===== src/rtl/mem_dump_tx.sv =====
// mem_dump_tx: drives the data-memory debug port across an address range and streams each 12-bit word as UART 8N1 bytes.
// Optional macro MEM_DUMP_ADDR_HDR_EN prefixes every word with its address as two extra header bytes.
module mem_dump_tx #(
  parameter int CLKS_PER_BIT = 868,
  parameter int READ_LAT     = 2,
  parameter int ADDR_STEP    = 4
) (
  input  logic        clk,
  input  logic        rst,
  input  logic        start,
  input  logic [11:0] addr_lo,
  input  logic [11:0] addr_hi,
  input  logic [11:0] datacheck,
  output logic        memsel,
  output logic [11:0] addrcheck,
  output logic        tx,
  output logic        busy,
  output logic        done
);

  localparam int CW = (CLKS_PER_BIT > 1) ? $clog2(CLKS_PER_BIT) : 1;
  localparam int WW = (READ_LAT > 1) ? $clog2(READ_LAT) : 1;
  localparam logic [CW-1:0] BIT_LAST  = CW'(CLKS_PER_BIT - 1);
  localparam logic [WW-1:0] WAIT_INIT = WW'(READ_LAT - 1);
  localparam logic [12:0]   STEP      = 13'(ADDR_STEP);

`ifdef MEM_DUMP_ADDR_HDR_EN
  typedef enum logic [3:0] {
    S_IDLE, S_SETUP, S_WAIT, S_SAMPLE, S_HDR_HI, S_HDR_LO, S_TX_HI, S_TX_LO, S_NEXT, S_FIN
  } state_t;
`else
  typedef enum logic [3:0] {
    S_IDLE, S_SETUP, S_WAIT, S_SAMPLE, S_TX_HI, S_TX_LO, S_NEXT, S_FIN
  } state_t;
`endif

  typedef enum logic [1:0] {U_IDLE, U_START, U_DATA, U_STOP} ustate_t;

  state_t        state, next_state;
  ustate_t       ustate, u_next;
  logic [11:0]   cur_addr;
  logic [11:0]   hi_lim;
  logic [11:0]   hold;
  logic [WW-1:0] wait_cnt;
  logic [12:0]   sum;
  logic          send;
  logic [7:0]    send_byte;
  logic [CW-1:0] bit_cnt;
  logic [2:0]    bit_idx;
  logic [7:0]    shreg;
  logic          bit_end;
  logic          byte_done;

  // The 13th bit of the sum catches a step past 12'hFFF so the sweep never wraps.
  assign sum       = {1'b0, cur_addr} + STEP;
  assign bit_end   = (bit_cnt == BIT_LAST);
  assign byte_done = (ustate == U_STOP) && bit_end;

  // Main sequencer next-state; each byte request is raised on the cycle the previous byte ends.
  always_comb begin
    next_state = state;
    send       = 1'b0;
    send_byte  = 8'h00;
    case (state)
      S_IDLE: begin
        if (start) begin
          next_state = (addr_lo > addr_hi) ? S_FIN : S_SETUP;
        end else begin
          next_state = S_IDLE;
        end
      end
      S_SETUP: next_state = S_WAIT;
      S_WAIT: begin
        if (wait_cnt == '0) begin
          next_state = S_SAMPLE;
        end else begin
          next_state = S_WAIT;
        end
      end
`ifdef MEM_DUMP_ADDR_HDR_EN
      S_SAMPLE: begin
        send       = 1'b1;
        send_byte  = {4'h0, cur_addr[11:8]};
        next_state = S_HDR_HI;
      end
      S_HDR_HI: begin
        if (byte_done) begin
          send       = 1'b1;
          send_byte  = cur_addr[7:0];
          next_state = S_HDR_LO;
        end else begin
          next_state = S_HDR_HI;
        end
      end
      S_HDR_LO: begin
        if (byte_done) begin
          send       = 1'b1;
          send_byte  = {4'h0, hold[11:8]};
          next_state = S_TX_HI;
        end else begin
          next_state = S_HDR_LO;
        end
      end
`else
      S_SAMPLE: begin
        send       = 1'b1;
        send_byte  = {4'h0, datacheck[11:8]};
        next_state = S_TX_HI;
      end
`endif
      S_TX_HI: begin
        if (byte_done) begin
          send       = 1'b1;
          send_byte  = hold[7:0];
          next_state = S_TX_LO;
        end else begin
          next_state = S_TX_HI;
        end
      end
      S_TX_LO: begin
        if (byte_done) begin
          next_state = S_NEXT;
        end else begin
          next_state = S_TX_LO;
        end
      end
      S_NEXT: begin
        if (sum[12] || (sum[11:0] > hi_lim)) begin
          next_state = S_FIN;
        end else begin
          next_state = S_SETUP;
        end
      end
      S_FIN:   next_state = S_IDLE;
      default: next_state = S_IDLE;
    endcase
  end

  // Main sequencer state, address walk, sample hold and port outputs.
  always_ff @(posedge clk or posedge rst) begin
    if (rst) begin
      state     <= S_IDLE;
      cur_addr  <= 12'h000;
      hi_lim    <= 12'h000;
      hold      <= 12'h000;
      wait_cnt  <= '0;
      memsel    <= 1'b0;
      addrcheck <= 12'h000;
      busy      <= 1'b0;
      done      <= 1'b0;
    end else begin
      state <= next_state;
      done  <= (state == S_FIN);
      busy  <= (state == S_IDLE) ? start : ((next_state != S_FIN) && (next_state != S_IDLE));
      if ((state == S_IDLE) && start) begin
        cur_addr <= addr_lo;
        hi_lim   <= addr_hi;
      end
      if (state == S_SETUP) begin
        memsel    <= 1'b1;
        addrcheck <= cur_addr;
        wait_cnt  <= WAIT_INIT;
      end else if ((state == S_WAIT) && (wait_cnt != '0)) begin
        wait_cnt <= wait_cnt - WW'(1);
      end
      if (next_state == S_FIN) begin
        memsel <= 1'b0;
      end
      if (state == S_SAMPLE) begin
        hold <= datacheck;
      end
      if ((state == S_NEXT) && (next_state == S_SETUP)) begin
        cur_addr <= sum[11:0];
      end
    end
  end

  // UART next-state; a request arriving on the last stop cycle chains straight into a start bit.
  always_comb begin
    u_next = ustate;
    case (ustate)
      U_IDLE: begin
        if (send) begin
          u_next = U_START;
        end else begin
          u_next = U_IDLE;
        end
      end
      U_START: begin
        if (bit_end) begin
          u_next = U_DATA;
        end else begin
          u_next = U_START;
        end
      end
      U_DATA: begin
        if (bit_end && (bit_idx == 3'd7)) begin
          u_next = U_STOP;
        end else begin
          u_next = U_DATA;
        end
      end
      U_STOP: begin
        if (bit_end) begin
          u_next = send ? U_START : U_IDLE;
        end else begin
          u_next = U_STOP;
        end
      end
      default: u_next = U_IDLE;
    endcase
  end

  // UART bit timer, shift register and registered serial line.
  always_ff @(posedge clk or posedge rst) begin
    if (rst) begin
      ustate  <= U_IDLE;
      bit_cnt <= '0;
      bit_idx <= 3'd0;
      shreg   <= 8'h00;
      tx      <= 1'b1;
    end else begin
      ustate <= u_next;
      if (send || (ustate == U_IDLE) || bit_end) begin
        bit_cnt <= '0;
      end else begin
        bit_cnt <= bit_cnt + CW'(1);
      end
      if (send) begin
        shreg   <= send_byte;
        bit_idx <= 3'd0;
        tx      <= 1'b0;
      end else if (bit_end) begin
        case (ustate)
          U_START: tx <= shreg[0];
          U_DATA: begin
            bit_idx <= bit_idx + 3'd1;
            shreg   <= {1'b0, shreg[7:1]};
            tx      <= (bit_idx == 3'd7) ? 1'b1 : shreg[1];
          end
          U_STOP:  tx <= 1'b1;
          default: tx <= 1'b1;
        endcase
      end
    end
  end

endmodule


===== config.mk =====
export PLATFORM = sky130hd
export DESIGN_NAME = mem_dump_tx
export DESIGN_NICKNAME = d
export VERILOG_FILES = /design/src/rtl/mem_dump_tx.sv
export SDC_FILE = /design/constraint.sdc
export NUM_CORES = 1
export LEC_CHECK = 0
export CAP_MARGIN = 20
export CORE_UTILIZATION = 60
export DETAILED_ROUTE_END_ITERATION = 7
export PLACE_DENSITY = 0.89
export SYNTH_ARGS = -nofsm -noshare
export SYNTH_HDL_FRONTEND = slang
export SYNTH_SLANG_ARGS = --single-unit
export TNS_END_PERCENT = 20

===== constraint.sdc =====
create_clock -name clk -period 5.5 [get_ports clk]
set_input_delay 1.1 -clock clk [delete_from_list [all_inputs] [get_ports clk]]
set_output_delay 1.1 -clock clk [all_outputs]
set_load 0.005 [all_outputs]

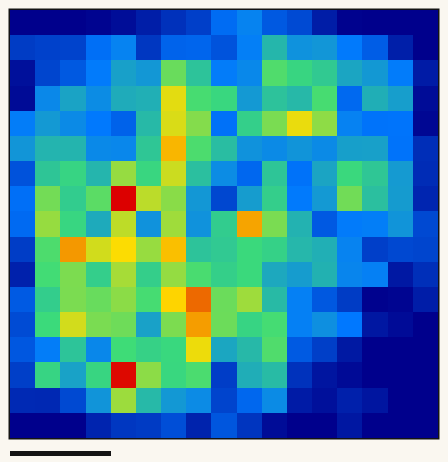
route_heat.png
Bar = 20 µm. The die is cut into 17 by 17 equal tiles; dark blue is low, red is high, scaled to the fullest tile. Values are wire area over tile area, all layers added.
10% of the tiles are nearly empty. The emptiest ninth of the die: south-east. The mean over all tiles is 0.21. The fullest tile reaches 0.65.
routed via count: 3330
WL final: 9260 µm
wire length per cell: 16.9 µm
GR Util All Layers: 28.7%

==> ci_impl_report.md <==
## Synthesis and layout report

| Metric | Value |
|---|---|
| Final Setup Violations | 0 |
| Clk buf depth | 2 |
| Comb power frac | 42.8% |
| Layout area overhead | 19.1% |
| Yosys simple share | 15.1% |
| Area leader share | 45.2% |
| Max-Slew Margin vs Limit | 37.5% |
| Antenna fix cells | 0 |
| Reg-to-reg startpoint | cur_addr[6]$_DFFE_PP0P_ |
| Power, Total | 2.29 mW |
| Leak pwr | 2.24 nW |
| Placer Congestion | 0.837 |
| Mapped Avg Cell Area | 9.97 µm² |
| Drc violations | 0 |
| Post-Syn Nets | 482 |
| Number of global-route vias before repair | 3381 |
| Slowest-stage cell, CP | dfrtp_1 |
| Top cells by area | dfrtp_1, ha_1, mux2_2, nand2_1, o21ai_0 |
| Worst VDD drop | 0.286 mV |
| Final setup margin | 1770 ps |
| Boundary Pins | 55 |
| Pins Over Slew Limit | 0 |
| Synth cell types | 54 |
| H-Tree Depth | 3 |
| Clock Pin Slew Worst Setup and Hold Paths | 90 ps |
| Flop2flop setup slack | 1770 ps |
| Post-DRT Antenna Nets | 0 |
| Total tool warning count | 29 |
| Grt total ovfl | 0 |
| Main synth FF type | dfrtp_1 |
| IO Port Bufs | 54 |
| Drt pass-1 iters | 7 |
| RSZ-0062 raised after global routing | false |
| Initial antenna violation count | 0 |
| Fin crit period | 3730 ps |
| Top non-seq family | simple AND/OR/NAND/NOR gates |
| Design area | 4880 µm² |
| Cell Pwr Density | 470 nW/µm² |
| Dpl cell area | 4690 µm² |
| Inst Count DP | 529 |
| Max-cap violations | 0 |
| Adder share | 9.77% |
| Int Pwr | 1.40 mW |
| Yosys top cell by instances | dfrtp_1 |
| Worst-path fanout max | 7 |
| Largest net degree at the start of global routing | 47 |
| Yosys cell count | 411 |
| Root Driver | clkbuf_8 |
| First-pass GRT wire length | 15900 µm |
| Hold Buf Count CTS | 0 |
| Die height | 84.6 µm |
| Worst-skew pair later-pin latency | 360 ps |
| Mux frac, synth | 7.27% |
| Worst Setup EP | state[1]$_DFF_PP0_ |
| Cell taking the most area after synthesis | dfrtp_1 |
| Hold Crit Class | register to register |
| Register share after synthesis | 45.8% |
| Asr flop ratio synth | 100% |
| Number of synthesized flops with an enable pin | 0 |
| Die width | 84.6 µm |
| Hold Path Depth | 2 |
| CP required | 5690 ps |
| Row cnt | 29 |
| # nets final | 536 |
| Critical path arrival | 3930 ps |
| Die area | 7160 µm² |
| Switch share | 39.0% |
| Clock power share | 16.4% |
| Worst Reg-to-Reg Cells | 13 |
| Sequential share of power | 40.8% |
| R2R Path End | state[1]$_DFF_PP0_ |
| Crit path cell chain | and3_1 > and3_1 > nand3_1 > nor2_1 > xor2_1 > ha_1 > nand4_1 > o22ai_1 > a31oi_1 > a21oi_2 > o21bai_1 > a21boi_0 > o211ai_1 |
| Outcome | completed |
| WP buf/inv | 0 |
| CTS tree | yes |
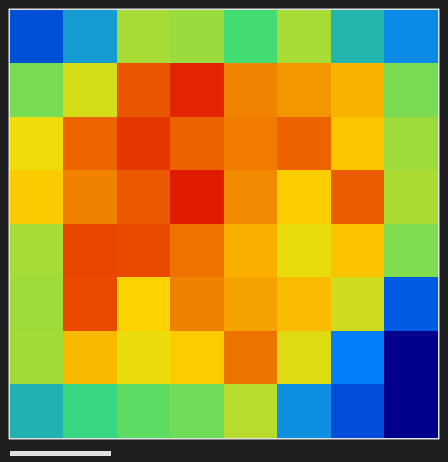
util_map.png
Bar = 20 µm. The die is cut into 8 by 8 equal tiles; dark blue is low, red is high, 0 to 100% covered.
3.1% of the tiles are nearly empty. The fullest tile reaches 97%. 48% of the tiles are over 75% full. The mean over all tiles is 67%.
post-layout util: 75.6%
Core ar.: 6460 µm²
FP Util: 63.4%

cell families after synthesis:
logic type	count (synthesis)
AND/OR/NAND/NOR	125
XOR/XNOR	18
AND-OR/OR-AND	84
buffers and inverters	50
flip-flops	75
multiplexers	27
adder cells (fa/ha/maj)	32
layout by cell type (no fill, tap or decap), types with 8 or more instances in the layout:
cell type | Yosys | final
inv_1 | 34 | 33
nor2_1 | 31 | 30
nand3_1 | 15 | 15
xnor2_1 | 10 | 10
ha_1 | 32 | 32
nand2_1 | 41 | 41
a21oi_1 | 16 | 16
clkdlybuf4s50_1 | 0 | 54
o21ai_0 | 28 | 28
mux2_2 | 22 | 22
xor2_1 | 8 | 8
clkbuf_8 | 0 | 9
dfrtp_1 | 74 | 74
worst reg2reg max path, delay by kind of cell (launching register included):
kind | cells | cell delay (ps)
fa+ha+maj | 1 | 280
flops | 1 | 500
compound gates | 6 | 1460
simple gates | 5 | 1090
xor+xnor | 1 | 240
how the worst min path moves through the flow:
| stage | slack, ps | endpoint | startpoint |
|---|---|---|---|
| floorplan | 450 | shreg[4]$_DFFE_PP0P_ | hold[4]$_DFFE_PP0N_ |
| global placement | 460 | hi_lim[0]$_DFFE_PP0P_ | hi_lim[0]$_DFFE_PP0P_ |
| detailed placement | 470 | hi_lim[0]$_DFFE_PP0P_ | hi_lim[0]$_DFFE_PP0P_ |
| CTS | 490 | hi_lim[0]$_DFFE_PP0P_ | hi_lim[0]$_DFFE_PP0P_ |
| global route | 520 | bit_cnt[0]$_DFF_PP0_ | bit_cnt[0]$_DFF_PP0_ |
| finish | 490 | hi_lim[0]$_DFFE_PP0P_ | hi_lim[0]$_DFFE_PP0P_ |
metal layers:
metal / global-route usage [%] / share of wire (%) / vias up
met1: 36.0 / 42 / 1627
li1: - / - / 1551
met2: 47.7 / 51 / 123
met5: 0 / 0 / -
met4: 14.0 / 2.5 / 0
met3: 5.60 / 4.8 / 29
flip-flops by register name, indices dropped and copies added, names as in the netlist:
register,flops
memsel,1
bit_idx,3
busy,1
done,1
wait_cnt,1
shreg,8
ustate,2
hi_lim,12
tx,1
addrcheck,12
state,3
bit_cnt,10
cur_addr,12
hold,8
area by class of cell:
| type | instances | area (µm²) |
|---|---|---|
| Sequential cell | 75 | 1880 |
| Clock buffer | 10 | 128 |
| Multi-Input combinational cell | 286 | 2020 |
| Clock inverter | 6 | 40.0 |
| Inverter | 34 | 128 |
| Tap cell | 77 | 96.3 |
| Fill cell | 444 | 1580 |
| Timing Repair Buffer | 59 | 591 |
power groups by stage:
stage / clock network [mW] / logic (mW) / registers [mW]
finish: 0.376 / 0.982 / 0.935
global route: 0.400 / 1.09 / 0.959
CTS: 0.377 / 0.975 / 0.931
detailed placement: 0 / 0.959 / 0.941
global placement: 0 / 0.902 / 0.928
floorplan: 0 / 0.688 / 0.874
metrics by stage:
stage	hold WS, ps	util (%)
global placement	463	72.5
CTS	487	75.1
finish	487	75.6
floorplan	446	-
detailed placement	469	72.5
global route	523	75.6
Power figures rest on the tool's default switching activity, not on a simulated workload.
